Figure 1. Metal 1.
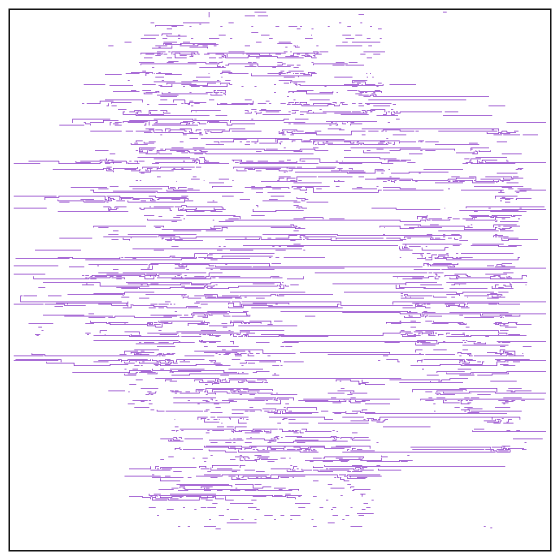
Figure 2. Where the registers sit.
Other sequential cells in the stronger gray, the rest of the logic in the fainter gray.
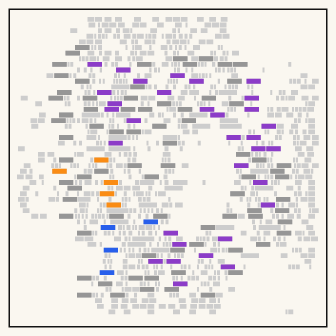
==> config.mk <==
export PLATFORM = sky130hd
export DESIGN_NAME = crc_ahb_ctrl
export DESIGN_NICKNAME = d
export VERILOG_FILES = /design/src/rtl/crc_ahb_ctrl.sv
export SDC_FILE = /design/constraint.sdc
export NUM_CORES = 1
export LEC_CHECK = 0
export ABC_AREA = 1
export CAP_MARGIN = 10
export CORE_MARGIN = 3
export CORE_UTILIZATION = 25
export CTS_CLUSTER_SIZE = 14
export DETAILED_ROUTE_END_ITERATION = 6
export GPL_TIMING_DRIVEN = 0
export HOLD_SLACK_MARGIN = 0.06
export PLACE_DENSITY = 0.62
export SLEW_MARGIN = 30
export SYNTH_ARGS = -nofsm -noshare
export SYNTH_HDL_FRONTEND = slang
export SYNTH_SLANG_ARGS = --single-unit
export TNS_END_PERCENT = 30
==> constraint.sdc <==
create_clock -name HCLK -period 3.9 [get_ports HCLK]
set_input_delay 0.39 -clock HCLK [delete_from_list [all_inputs] [get_ports HCLK]]
set_output_delay 0.39 -clock HCLK [all_outputs]
set_load 0.05 [all_outputs]
==> src/rtl/crc_ahb_ctrl.sv <==
// crc_ahb_ctrl: AHB-Lite register front-end for the CRC datapath engine.
// Holds polynomial/seed/mode configuration, pushes DATA writes into the
// engine over a ready/valid handshake and stalls the bus when the engine
// is busy on a DATA write or a RESULT read.
module crc_ahb_ctrl #(
    parameter int unsigned ADDR_W   = 5,
    parameter logic [31:0] POLY_RST = 32'h04C11DB7,
    parameter logic [31:0] SEED_RST = 32'hFFFFFFFF
) (
    input  logic              HCLK,
    input  logic              HRESET,
    input  logic              HSEL,
    input  logic [ADDR_W-1:0] HADDR,
    input  logic [1:0]        HTRANS,
    input  logic              HWRITE,
    input  logic [2:0]        HSIZE,
    input  logic [31:0]       HWDATA,
    input  logic              HREADYIN,
    output logic              HREADYOUT,
    output logic              HRESP,
    output logic [31:0]       HRDATA,
    output logic [3:0]        crc_cfg,
    output logic [31:0]       crc_poly,
    output logic [31:0]       crc_seed,
    output logic              crc_init,
    output logic              crc_valid,
    output logic [31:0]       crc_data,
    output logic [3:0]        crc_be,
    input  logic              crc_ready,
    input  logic [31:0]       crc_result
);

    localparam int unsigned IW = ADDR_W - 2;

    typedef enum logic [1:0] {
        S_IDLE,
        S_WR_WAIT,
        S_RD_WAIT
    } state_t;

    state_t state_q, state_d;

    // Registered address phase
    logic              dph_q;
    logic [ADDR_W-1:0] addr_q;
    logic              write_q;
    logic [1:0]        size_q;

    // Configuration and engine-side registers
    logic [3:0]  ctrl_q, ctrl_d;
    logic [31:0] poly_q, poly_d;
    logic [31:0] seed_q, seed_d;
    logic        err_q, err_d;
    logic        init_q, init_d;
    logic        push_q, push_d;
    logic [31:0] data_q, data_d;
    logic [3:0]  be_q, be_d;

    // Decode
    logic          addr_acc;
    logic [IW-1:0] widx;
    logic          sel_ctrl, sel_poly, sel_seed, sel_data, sel_result, sel_status;
    logic [3:0]    be_dph;
    logic          wr_dph, rd_dph;
    logic          push_ok, wr_stall, rd_stall;
    logic          valid_now;

    logic unused_htrans0;
    assign unused_htrans0 = HTRANS[0];

    function automatic logic [31:0] merge_lanes(input logic [31:0] old_v,
                                                input logic [31:0] new_v,
                                                input logic [3:0]  be);
        logic [31:0] r;
        r = old_v;
        for (int unsigned i = 0; i < 4; i++) begin
            if (be[i]) r[8*i +: 8] = new_v[8*i +: 8];
        end
        return r;
    endfunction

    // Address decode, byte lanes and handshake conditions for the current data phase
    always_comb begin
        addr_acc   = HSEL & HTRANS[1] & HREADYIN;
        widx       = addr_q[ADDR_W-1:2];
        sel_ctrl   = (widx == IW'(0));
        sel_poly   = (widx == IW'(1));
        sel_seed   = (widx == IW'(2));
        sel_data   = (widx == IW'(3));
        sel_result = (widx == IW'(4));
        sel_status = (widx == IW'(5));

        case (size_q)
            2'd0:    be_dph = 4'b0001 << addr_q[1:0];
            2'd1:    be_dph = addr_q[1] ? 4'b1100 : 4'b0011;
            default: be_dph = 4'b1111;
        endcase

        // Data phases are only ever live in IDLE; a WAIT state owns the
        // transfer once it has been stalled.
        wr_dph = dph_q & write_q & (state_q == S_IDLE);
        rd_dph = dph_q & ~write_q & (state_q == S_IDLE);

        // Push completing out of WR_WAIT is combinational so HREADYOUT and
        // crc_valid rise in the same cycle crc_ready is seen.
        valid_now = push_q | ((state_q == S_WR_WAIT) & crc_ready & ~HRESET);

        push_ok  = wr_dph & sel_data & ctrl_q[0];
        wr_stall = push_ok & ~crc_ready;
        // A push presented this cycle means the engine has not yet absorbed
        // the last word, so the result is not final.
        rd_stall = rd_dph & sel_result & ~(crc_ready & ~valid_now);
    end

    // Next values for the configuration and engine-side registers
    always_comb begin
        ctrl_d = ctrl_q;
        poly_d = poly_q;
        seed_d = seed_q;
        err_d  = err_q;
        data_d = data_q;
        be_d   = be_q;
        init_d = wr_dph & ((sel_ctrl & be_dph[1] & HWDATA[8]) | sel_seed);
        push_d = push_ok & crc_ready;

        if (push_ok) begin
            data_d = HWDATA;
            be_d   = be_dph;
        end
        if (wr_dph & sel_ctrl & be_dph[0]) ctrl_d = HWDATA[3:0];
        if (wr_dph & sel_poly) poly_d = merge_lanes(poly_q, HWDATA, be_dph);
        if (wr_dph & sel_seed) seed_d = merge_lanes(seed_q, HWDATA, be_dph);
        if (wr_dph & sel_data & ~ctrl_q[0]) begin
            err_d = 1'b1;
        end else if (wr_dph & sel_status & be_dph[0] & HWDATA[1]) begin
            err_d = 1'b0;
        end
    end

    // Address-phase capture and register state
    always_ff @(posedge HCLK) begin
        if (HRESET) begin
            dph_q   <= 1'b0;
            addr_q  <= '0;
            write_q <= 1'b0;
            size_q  <= 2'd0;
            ctrl_q  <= '0;
            poly_q  <= POLY_RST;
            seed_q  <= SEED_RST;
            err_q   <= 1'b0;
            init_q  <= 1'b0;
            push_q  <= 1'b0;
            data_q  <= '0;
            be_q    <= '0;
        end else begin
            dph_q <= addr_acc;
            if (addr_acc) begin
                addr_q  <= HADDR;
                write_q <= HWRITE;
                size_q  <= HSIZE[2] ? 2'd2 : HSIZE[1:0];
            end
            ctrl_q <= ctrl_d;
            poly_q <= poly_d;
            seed_q <= seed_d;
            err_q  <= err_d;
            init_q <= init_d;
            push_q <= push_d;
            data_q <= data_d;
            be_q   <= be_d;
        end
    end

    // FSM state register
    always_ff @(posedge HCLK) begin
        if (HRESET) state_q <= S_IDLE;
        else        state_q <= state_d;
    end

    // FSM next-state: enter a WAIT state on a stalled data phase, leave on crc_ready
    always_comb begin
        state_d = state_q;
        case (state_q)
            S_IDLE: begin
                if (wr_stall)      state_d = S_WR_WAIT;
                else if (rd_stall) state_d = S_RD_WAIT;
            end
            S_WR_WAIT: if (crc_ready) state_d = S_IDLE;
            S_RD_WAIT: if (crc_ready) state_d = S_IDLE;
            default:   state_d = S_IDLE;
        endcase
    end

    // FSM outputs: bus ready, read data mux and engine-side signals
    always_comb begin
        HRESP     = 1'b0;
        HREADYOUT = 1'b1;
        HRDATA    = '0;
        case (state_q)
            S_IDLE:    HREADYOUT = ~(wr_stall | rd_stall);
            S_WR_WAIT: HREADYOUT = crc_ready;
            S_RD_WAIT: begin
                HREADYOUT = crc_ready;
                HRDATA    = crc_result;
            end
            default:   HREADYOUT = 1'b1;
        endcase

        if (rd_dph) begin
            if (sel_ctrl)        HRDATA = {28'd0, ctrl_q};
            else if (sel_poly)   HRDATA = poly_q;
            else if (sel_seed)   HRDATA = seed_q;
            else if (sel_result) HRDATA = crc_result;
            else if (sel_status) HRDATA = {30'd0, err_q, crc_ready};
            else                 HRDATA = '0;
        end

        crc_cfg   = ctrl_q;
        crc_poly  = poly_q;
        crc_seed  = seed_q;
        crc_init  = init_q;
        crc_valid = valid_now;
        crc_data  = data_q;
        crc_be    = be_q;
    end

endmodule
==> Implementation_results.wiki <==
=== Synthesis and place and route ===
{| class="wikitable"
! Metric !! Value
|-
| Buffering stage count on the worst path with inverters included || 5
|-
| Drt total wl || 22.5 mm
|-
| Share of cell area taken by muxes after synthesis || 0%
|-
| Global Route Usage Sum || 18.8%
|-
| Path depth of the worst reg2reg path || 8
|-
| Highest Clock Rate || 0.285 GHz
|-
| Delay of the slowest cell on the worst path || about 0.84 ns
|-
| Critical-path cell with the highest stage delay || clkdlybuf4s50_1
|-
| Total congestion overflow after global routing || 0
|-
| Combinational power || 0.389 mW
|-
| Sequential group power || 1.22 mW
|-
| Xor/xnor share of the synthesized area || 0%
|-
| Met3 wirelength from detailed routing || 1.54 mm
|-
| Run status || finished, final reports clean
|-
| Cell type group with the largest total delay on the critical path || buffers and inverters
|-
| Commonest register cell after synthesis || dfxtp_1
|-
| Setup repair after global routing missed its margin || false
|-
| Number of DRC markers in iteration 0 || 352
|-
| NetSw || 0.818 mW
|-
| Post-detailed-route DRC marker count || 0
|-
| Post-Syn Area per Cell || about 7 µm²
|-
| Launching instance or port of the critical path || state_q[0]
|-
| Dominant cell type by count on the critical path || inv_1
|-
| Minimum hold slack || just under 0.3 ns
|-
| Clk cell area share || 7.68%
|-
| Global placement routability congestion || 0.857
|-
| Core region area || 21100 µm²
|-
| Post-Synth AOI/OAI Area || between 15 and 20%
|}
-- Figure 1 (at the start) --
share of all routed wire: 44%
wire length on this layer: 9780 µm
longest straight run: 51.1 µm
nets with wire on the layer: 953

-- Figure 2 (at the start) --
[orange] `addr_q` | sequential cells: 5
[purple] `crc_poly` | sequential cells: 32
[blue] `crc_cfg` | sequential cells: 4
not colored: 77

Power and IR drop assume default switching activity.
